$ cat src/rtl/connect_enable_ctrl.sv
// Compression-enable controller for CONNECT: counts outstanding AXI traffic and
// switches ENABLE_o only after stalling address issue and draining in-flight bursts.
module connect_enable_ctrl #(
    parameter int OT_W       = 6,
    parameter int SETTLE_CYC = 2,
    parameter int DRAIN_TO   = 1024
) (
    input  logic            CLK_i,
    input  logic            RSTN_i,
    input  logic            ENABLE_REQ_i,
    input  logic            ARVALID_i,
    input  logic            ARREADY_i,
    input  logic            AWVALID_i,
    input  logic            AWREADY_i,
    input  logic            WVALID_i,
    input  logic            WREADY_i,
    input  logic            WLAST_i,
    input  logic            RVALID_i,
    input  logic            RREADY_i,
    input  logic            RLAST_i,
    input  logic            BVALID_i,
    input  logic            BREADY_i,
    input  logic            ERR_CLR_i,
    output logic            ENABLE_o,
    output logic            HOLD_o,
    output logic            BUSY_o,
    output logic            ERR_o,
    output logic [OT_W-1:0] RD_OT_o,
    output logic [OT_W-1:0] WR_OT_o
);

    typedef enum logic [1:0] {
        ST_OFF    = 2'd0,
        ST_ON     = 2'd1,
        ST_DRAIN  = 2'd2,
        ST_SETTLE = 2'd3
    } state_t;

    localparam logic [16:0]      DRAIN_TO_W  = 17'(DRAIN_TO);
    localparam logic [3:0]       SETTLE_INIT = 4'(SETTLE_CYC);
    localparam logic [OT_W:0]    WP_MAX      = {1'b0, {OT_W{1'b1}}};
    localparam logic [OT_W:0]    WP_MIN      = {1'b1, {OT_W{1'b0}}};

    // Reset asserts asynchronously but is released on a clock edge.
    logic rst_meta_q;
    logic rst_sync_q;

    always_ff @(posedge CLK_i or negedge RSTN_i) begin
        if (!RSTN_i) begin
            rst_meta_q <= 1'b0;
            rst_sync_q <= 1'b0;
        end else begin
            rst_meta_q <= 1'b1;
            rst_sync_q <= rst_meta_q;
        end
    end

    state_t                  state_q, state_d;
    logic                    enable_q, enable_d;
    logic                    target_q, target_d;
    logic                    hold_q, hold_d;
    logic                    err_q, err_d;
    logic [15:0]             timer_q, timer_d;
    logic [3:0]              settle_q, settle_d;
    logic [OT_W-1:0]         rd_ot_q, rd_ot_d;
    logic [OT_W-1:0]         wr_ot_q, wr_ot_d;
    logic signed [OT_W:0]    w_pend_q, w_pend_d;

    logic hs_ar, hs_aw, hs_wl, hs_rl, hs_b;
    logic quiescent;
    logic rd_err, wr_err, wp_err, drain_err;
    logic [OT_W:0] rd_step, wr_step;
    logic [16:0]   timer_inc;

    assign hs_ar = ARVALID_i & ARREADY_i;
    assign hs_aw = AWVALID_i & AWREADY_i;
    assign hs_wl = WVALID_i & WREADY_i & WLAST_i;
    assign hs_rl = RVALID_i & RREADY_i & RLAST_i;
    assign hs_b  = BVALID_i & BREADY_i;

    // Returns {error, next_count}; simultaneous inc and dec cancel out.
    function automatic logic [OT_W:0] ot_step(input logic [OT_W-1:0] cnt,
                                              input logic inc, input logic dec);
        logic [OT_W:0] r;
        r = {1'b0, cnt};
        if (inc && !dec) begin
            if (&cnt) r[OT_W] = 1'b1;
            else      r = {1'b0, cnt + OT_W'(1)};
        end else if (!inc && dec) begin
            if (cnt == '0) r[OT_W] = 1'b1;
            else           r = {1'b0, cnt - OT_W'(1)};
        end
        return r;
    endfunction

    assign rd_step = ot_step(rd_ot_q, hs_ar, hs_rl);
    assign wr_step = ot_step(wr_ot_q, hs_aw, hs_b);
    assign rd_ot_d = rd_step[OT_W-1:0];
    assign wr_ot_d = wr_step[OT_W-1:0];
    assign rd_err  = rd_step[OT_W];
    assign wr_err  = wr_step[OT_W];

    // W data may lead its AW, so this balance is allowed to go negative.
    always_comb begin
        w_pend_d = w_pend_q;
        wp_err   = 1'b0;
        if (hs_aw && !hs_wl) begin
            if (w_pend_q == $signed(WP_MAX)) wp_err = 1'b1;
            else                             w_pend_d = w_pend_q + (OT_W+1)'(1);
        end else if (!hs_aw && hs_wl) begin
            if (w_pend_q == $signed(WP_MIN)) wp_err = 1'b1;
            else                             w_pend_d = w_pend_q - (OT_W+1)'(1);
        end
    end

    assign quiescent = (rd_ot_q == '0) && (wr_ot_q == '0) && (w_pend_q == '0) &&
                       !(hs_ar | hs_aw | hs_wl | hs_rl | hs_b);

    assign timer_inc = {1'b0, timer_q} + 17'd1;

    always_comb begin
        state_d   = state_q;
        enable_d  = enable_q;
        target_d  = target_q;
        timer_d   = timer_q;
        settle_d  = settle_q;
        drain_err = 1'b0;
        case (state_q)
            ST_OFF, ST_ON: begin
                if (ENABLE_REQ_i != enable_q) begin
                    target_d = ENABLE_REQ_i;
                    timer_d  = '0;
                    state_d  = ST_DRAIN;
                end
            end
            ST_DRAIN: begin
                timer_d = timer_inc[15:0];
                if (ENABLE_REQ_i == enable_q) begin
                    state_d = enable_q ? ST_ON : ST_OFF;
                end else if (quiescent) begin
                    enable_d = target_q;
                    settle_d = SETTLE_INIT;
                    state_d  = ST_SETTLE;
                end else if (timer_inc >= DRAIN_TO_W) begin
                    // Abort; a request still pending re-enters DRAIN from the steady state.
                    drain_err = 1'b1;
                    state_d   = enable_q ? ST_ON : ST_OFF;
                end
            end
            ST_SETTLE: begin
                if (settle_q == '0) state_d = enable_q ? ST_ON : ST_OFF;
                else                settle_d = settle_q - 4'd1;
            end
            default: state_d = ST_OFF;
        endcase
    end

    assign hold_d = (state_d == ST_DRAIN) || (state_d == ST_SETTLE);
    assign err_d  = rd_err | wr_err | wp_err | drain_err | (err_q & ~ERR_CLR_i);

    always_ff @(posedge CLK_i or negedge rst_sync_q) begin
        if (!rst_sync_q) begin
            state_q  <= ST_OFF;
            enable_q <= 1'b0;
            target_q <= 1'b0;
            hold_q   <= 1'b0;
            err_q    <= 1'b0;
            timer_q  <= '0;
            settle_q <= '0;
            rd_ot_q  <= '0;
            wr_ot_q  <= '0;
            w_pend_q <= '0;
        end else begin
            state_q  <= state_d;
            enable_q <= enable_d;
            target_q <= target_d;
            hold_q   <= hold_d;
            err_q    <= err_d;
            timer_q  <= timer_d;
            settle_q <= settle_d;
            rd_ot_q  <= rd_ot_d;
            wr_ot_q  <= wr_ot_d;
            w_pend_q <= w_pend_d;
        end
    end

    assign ENABLE_o = enable_q;
    assign HOLD_o   = hold_q;
    assign BUSY_o   = (state_q == ST_DRAIN) || (state_q == ST_SETTLE);
    assign ERR_o    = err_q;
    assign RD_OT_o  = rd_ot_q;
    assign WR_OT_o  = wr_ot_q;

endmodule

$ cat config.mk
export PLATFORM = sky130hd
export DESIGN_NAME = connect_enable_ctrl
export DESIGN_NICKNAME = d
export VERILOG_FILES = /design/src/rtl/connect_enable_ctrl.sv
export SDC_FILE = /design/constraint.sdc
export NUM_CORES = 1
export LEC_CHECK = 0
export CAP_MARGIN = 20
export CORE_MARGIN = 2
export CORE_UTILIZATION = 60
export DETAILED_ROUTE_END_ITERATION = 12
export GPL_ROUTABILITY_DRIVEN = 0
export GPL_TIMING_DRIVEN = 0
export MAX_ROUTING_LAYER = met4
export PLACE_DENSITY = 0.84
export SYNTH_ARGS = -nofsm -noshare
export SYNTH_HDL_FRONTEND = slang
export SYNTH_SLANG_ARGS = --single-unit
$ cat constraint.sdc
create_clock -name CLK_i -period 2.7 [get_ports CLK_i]
set_input_delay 0.81 -clock CLK_i [delete_from_list [all_inputs] [get_ports CLK_i]]
set_output_delay 0.81 -clock CLK_i [all_outputs]
set_load 0.01 [all_outputs]
Fig. 1: sequential cells grouped by signal name
Drawn at 4 px/um.
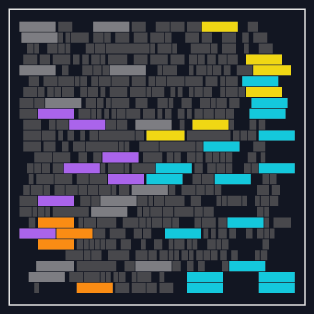
legend:
  cyan:
    signal: timer_q
    flops: 16
  purple:
    signal: w_pend_q
    flops: 7
    where: west
  yellow:
    signal: RD_OT_o
    flops: 6
    where: north-east
  orange:
    signal: settle_q
    flops: 4
    where: south-west
not colored: 13
Reg area: 0.00115 sq mm
Seq group: 1100 uW
Seq/total area: 32.0%
Post-Route Utilization: 76.8%

==> reports/results.txt <==
outcome - finished, violations left
failing checks - setup timing
Antenna Violating Nets Remaining - 0
CTS tree - done
Avg Vias per Cell - 6.07
Chip Width - 73.6 um
area grow syn2layout - 24.2%
xor+xnor area frac - 3.02%
post-synthesis async set-or-reset flop share - 100%
# clk buffers - 6
Non-Filler Instances - 429
Comb/total area - 47.8%
worst path cell trace - inv_2, ha_4, or3b_1, or3_4, or4_4, or2_4, nor2b_4, a221o_1
antenna violations before repair - 0
H-tree levels - 2
Worst Path Buf+Inv - 1
hold_buf cts - 0
count leader, synth - dfrtp_1
post-route setup slack - -0.0356 ns
HPWL Detailed - 4520 um
WL/cell - 14.8 um
gr usage total - 25.9%
Worst path max stage delay - 0.52 ns
Setup Viol. Count Final - 1
Slew HR - 64.7%
Post-CTS Setup Bufs - 7
layout cells sized above 1 - 12.8%
Worst-path clk slew - 0.09 ns
fin crit share - 101%
Remaining DRCs - 0
Place WS - -0.671 ns
# diodes - 0
nets - 408
Signal inverters - 15
post-synthesis compound-gate area fraction - 18.5%
Flops - 46
grt ovf - 0
DIE AREA - 0.00541 sq mm
power in the clock group - 630 uW
Flop pwr share - 36.0%
first-pass GRT wire length - 10700 um
Slew @ Worst Pin - 0.529 ns
CP Max Fanout - 3
Top pwr grp - combinational logic
Comb power - 1330 uW
Top cells excl fill/tap - dfrtp_1, o21ai_0, nand2_1
Fig. 2: metal 2
Drawn at 4 px/um.
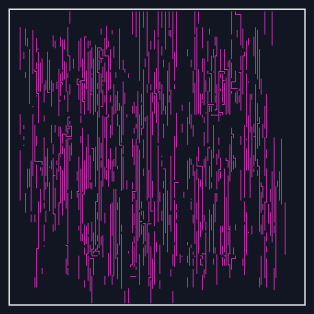
nets with wire on the layer: 354
main direction: vertical
wire length on this layer: 3240 um
longest straight run: 29.6 um
share of all routed wire: 51%
met2 Use GR: 42.3%
vias: 2604
Post-Route WL: 6330 um

worst paths after layout:
| check | startpoint | cells past startpoint | slack (ns) | end |
|---|---|---|---|---|
| worst max-delay path | RD_OT_o[0]$_DFFE_PN0P_ | 8 | -0.04 | ERR_o$_DFF_PN0_ |
| worst min-delay path | rst_sync_q$_DFF_PN0_ | 0 | 0.24 | HOLD_o$_DFF_PN0_ |
| worst max register to register | RD_OT_o[0]$_DFFE_PN0P_ | 8 | -0.04 | ERR_o$_DFF_PN0_ |
| worst min register to register | rst_sync_q$_DFF_PN0_ | 0 | 0.24 | HOLD_o$_DFF_PN0_ |
| max in group asynchronous | RSTN_i | 1 | 1.91 | rst_sync_q$_DFF_PN0_ |
| min in group CLK_i | rst_meta_q$_DFF_PN0_ | 0 | 0.36 | rst_sync_q$_DFF_PN0_ |
Power and IR drop assume default switching activity.
